Cells colored by class:
The bar under the picture is 20 um long.
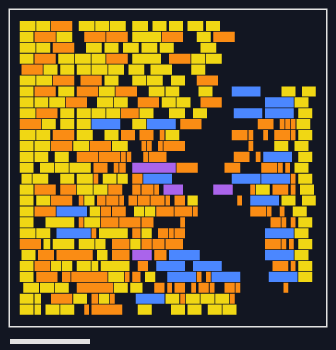
Placement view:
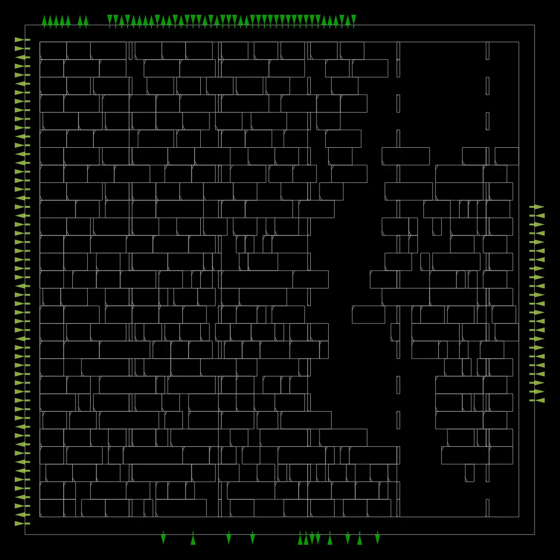
Clock network drawn from the DEF:
The bar under the picture is 20 um long.
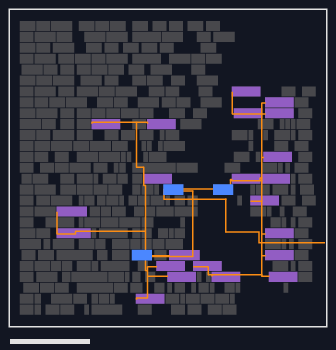
Selected gate families:
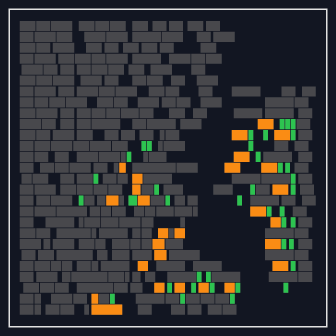
Signal wires on met2:
Cells faint in the background.
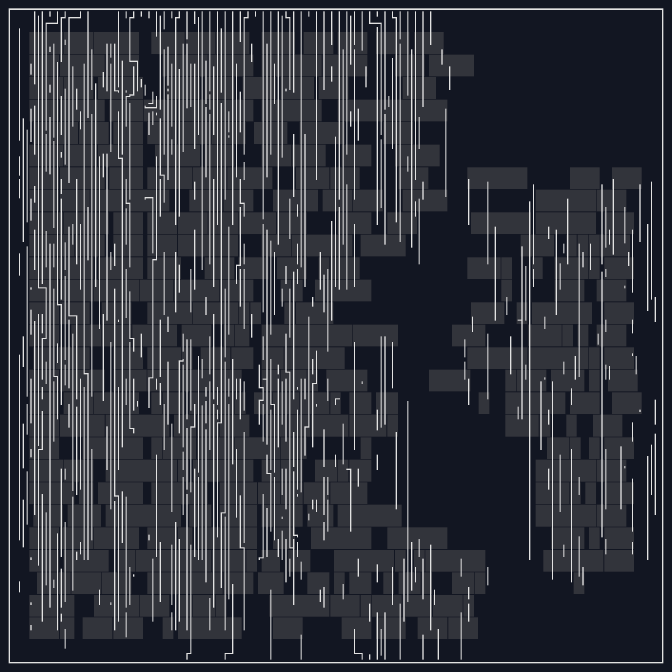
`src/rtl/ram_host_arbiter.sv`:
```
// Shares the agc_ram erasable port between the Core (default owner) and a host
// requester; a host access stalls the Core, then restores the Core read address.
module ram_host_arbiter #(
  parameter int RD_LAT   = 1,
  parameter int CORE_MIN = 4,
  parameter int ADDR_W   = 11,
  parameter int DATA_W   = 15
) (
  input  logic              clock,
  input  logic              reset_n,
  input  logic [ADDR_W-1:0] core_rd_addr,
  input  logic [ADDR_W-1:0] core_wr_addr,
  input  logic [DATA_W-1:0] core_wr_data,
  input  logic              core_wr_en,
  input  logic              core_stall,
  output logic              arb_stall,
  input  logic              host_req,
  input  logic              host_we,
  input  logic [ADDR_W-1:0] host_addr,
  input  logic [DATA_W-1:0] host_wdata,
  output logic              host_ack,
  output logic [DATA_W-1:0] host_rdata,
  output logic [ADDR_W-1:0] ram_rd_addr,
  output logic [ADDR_W-1:0] ram_wr_addr,
  output logic [DATA_W-1:0] ram_wr_data,
  output logic              ram_wr_en,
  output logic              ram_addr_stall,
  input  logic [DATA_W-1:0] ram_q
);

  localparam int               GAP_W    = (CORE_MIN > 0) ? $clog2(CORE_MIN + 1) : 1;
  localparam logic [1:0]       LAT_LAST = 2'(RD_LAT - 1);
  localparam logic [GAP_W-1:0] GAP_INIT = GAP_W'(CORE_MIN);
  localparam logic [GAP_W-1:0] GAP_ONE  = GAP_W'(1);

  typedef enum logic [1:0] {
    ST_CORE,
    ST_ACCESS,
    ST_WAIT,
    ST_RESTORE
  } state_t;

  state_t            state_q, state_d;
  logic [GAP_W-1:0]  gap_cnt_q, gap_cnt_d;
  // Shared by WAIT (read latency) and RESTORE (Core re-read latency).
  logic [1:0]        lat_cnt_q, lat_cnt_d;
  logic [DATA_W-1:0] host_rdata_q, host_rdata_d;

  always_ff @(posedge clock) begin
    if (!reset_n) begin
      state_q      <= ST_CORE;
      gap_cnt_q    <= '0;
      lat_cnt_q    <= '0;
      host_rdata_q <= '0;
    end else begin
      state_q      <= state_d;
      gap_cnt_q    <= gap_cnt_d;
      lat_cnt_q    <= lat_cnt_d;
      host_rdata_q <= host_rdata_d;
    end
  end

  always_comb begin
    state_d        = state_q;
    gap_cnt_d      = gap_cnt_q;
    lat_cnt_d      = lat_cnt_q;
    host_rdata_d   = host_rdata_q;
    arb_stall      = 1'b1;
    host_ack       = 1'b0;
    ram_rd_addr    = core_rd_addr;
    ram_wr_addr    = core_wr_addr;
    ram_wr_data    = core_wr_data;
    ram_wr_en      = 1'b0;
    ram_addr_stall = 1'b0;

    unique case (state_q)
      ST_CORE: begin
        arb_stall      = 1'b0;
        ram_wr_en      = core_wr_en;
        ram_addr_stall = core_stall;
        if (gap_cnt_q != '0) begin
          gap_cnt_d = gap_cnt_q - GAP_ONE;
        end else if (host_req) begin
          state_d = ST_ACCESS;
        end
      end
      ST_ACCESS: begin
        ram_rd_addr = host_addr;
        ram_wr_addr = host_addr;
        ram_wr_data = host_wdata;
        ram_wr_en   = host_we;
        lat_cnt_d   = LAT_LAST;
        state_d     = host_we ? ST_RESTORE : ST_WAIT;
      end
      ST_WAIT: begin
        ram_rd_addr = host_addr;
        if (lat_cnt_q == 2'd0) begin
          host_rdata_d = ram_q;
          lat_cnt_d    = LAT_LAST;
          state_d      = ST_RESTORE;
        end else begin
          lat_cnt_d = lat_cnt_q - 2'd1;
        end
      end
      ST_RESTORE: begin
        // Core read address is back on the RAM; its data lands as the stall drops.
        host_ack = (lat_cnt_q == LAT_LAST);
        if (lat_cnt_q == 2'd0) begin
          state_d   = ST_CORE;
          gap_cnt_d = GAP_INIT;
        end else begin
          lat_cnt_d = lat_cnt_q - 2'd1;
        end
      end
      default: begin
        state_d = ST_CORE;
      end
    endcase
  end

  assign host_rdata = host_rdata_q;

endmodule
```
`config.mk`:
```
export PLATFORM = sky130hd
export DESIGN_NAME = ram_host_arbiter
export DESIGN_NICKNAME = d
export VERILOG_FILES = /design/src/rtl/ram_host_arbiter.sv
export SDC_FILE = /design/constraint.sdc
export NUM_CORES = 1
export LEC_CHECK = 0
export CAP_MARGIN = 20
export CORE_MARGIN = 2
export CORE_UTILIZATION = 30
export CTS_BUF_LIST = sky130_fd_sc_hd__clkbuf_8
export CTS_CLUSTER_DIAMETER = 100
export CTS_CLUSTER_SIZE = 20
export DETAILED_ROUTE_END_ITERATION = 7
export HOLD_SLACK_MARGIN = 0.12
export PLACE_DENSITY = 0.88
export SLEW_MARGIN = 30
export SYNTH_ARGS = -nofsm -noshare
export SYNTH_HDL_FRONTEND = slang
export SYNTH_SLANG_ARGS = --single-unit
```
`constraint.sdc`:
```
create_clock -name clock -period 1.8 [get_ports clock]
set_clock_uncertainty 0.15 [all_clocks]
set_input_delay 0.27 -clock clock [delete_from_list [all_inputs] [get_ports clock]]
set_output_delay 0.27 -clock clock [all_outputs]
set_load 0.005 [all_outputs]
```
==> Changelog: implementation <==
### Changed

* Status: finished, violations left
* Failing checks: setup timing
* Startpoint Class: register
* Worst path max stage delay at 0.34 ns
* Final setup margin at -0.252 ns
* CP arrival at 1.63 ns
* DP Wirelength at 4770 um
* Hold_buf cts at 0
* Core area at 5440 sq um
* Pwr dens at 1230 nW/um^2
* Io pins at 140
* Worst R2R Setup Slack at 0.08 ns
* Drt first pass iters at 5
* CTS Buf Count at 3
* Clk buf depth at 2
* Number of cells in Yosys stat at 177
* Non-clock buffer count at 168
* Critical path peak fanout at 6
* Total Power at 0.00455 W
* Gr ovfl total at 0
* Final hold vios at 0
* Syn nets at 274
* Post-synth ARST share at 0%
* Final min period at 2.05 ns
* Antenna violations before repair at 0
* H-tree depth at 1
* Multi-In Gates at 134
* Final-report setup violation count at 38
* Non-clock inverters at 11
* Post-cts resize count at 217
* Fraction of area in non-clock buffers at 47.1%
* DIE AREA at 6210 sq um
* First DRT Iteration DRCs at 27
* Flop pwr share at 14.7%
* Clk pin slew, worst setup/hold paths at 0.08 ns
* Placer Congestion at 0.750
* Port Buffers at 139
* Adder-cell share of the synthesized area at 9.69%
* Vias in the first global route at 2138
* Post-synth seq share at 26.2%
* Distinct lib cells at 32
* Post-synth top flop: dfxtp_1
* Worst Setup End Kind: output pin
* Layout cells sized above 1 at 39.2%
-- 'cells colored by class' (at the start) --
Orange is remaining logic cells, cells 145, share of their area 37%. Blue is registers, cells 22, share of their area 12%. Yellow is remaining buffers and delay cells, cells 168, share of their area 48%. Purple is clock drivers and dummy loads, cells 4, share of their area 2.0%.
Placement Rows: 27
Final Cell Area: 3690 sq um

-- 'placement view' (at the start) --
final core utilization: 67.8%
filler cell count: 391

-- 'clock network drawn from the DEF' (at the start) --
Orange is clock wires, length 300 um. Blue is clock-net drivers, count 3. Purple is flip-flops, count 22.
There are 4 routed clock nets.
power in the clock group: 0.000463 W
Clk pwr share: 10.2%
Insertion Delay late pin: 0.27 ns

-- 'selected gate families' (at the start) --
Green is nand cells, cells 39, most used nand2_1. Orange is aoi and oai cells, cells 27, most used a21boi_2.
Top cell excl fill/tap: clkdlybuf4s50_1
Non-Filler Instances: 411
combinational share of cell area: 35.2%

-- 'signal wires on met2' (at the start) --
386 nets have wire on it. The layer carries 3880 um of wire.
final wirelength: 6950 um
grt met2 use: 41.2%
via count: 1968

==> metal layers <==
layer | GRT usage (%) | wire (um) | vias to the layer above
li1 | - | - | 932
met1 | 18.8 | 2260 | 886
met2 | 41.2 | 3880 | 125
met3 | 6.14 | 543 | 25
met4 | 7.19 | 263 | 0
met5 | 0 | 0 | -
==> registers in the layout, indices dropped and copies added (netlist names) <==
name,count
lat_cnt_q,2
host_rdata,15
gap_cnt_q,3
state_q,2
==> final timing paths <==
check | startpoint | endpoint | cells after the start
setup reg to reg | state_q[1] | state_q[1] | 8
hold reg to reg | host_rdata[5] | host_rdata[5] | 2
hold / removal | host_rdata[5] | host_rdata[5] | 2
setup / recovery | state_q[1] | ram_rd_addr[3] | 6
Power and IR drop assume default switching activity.
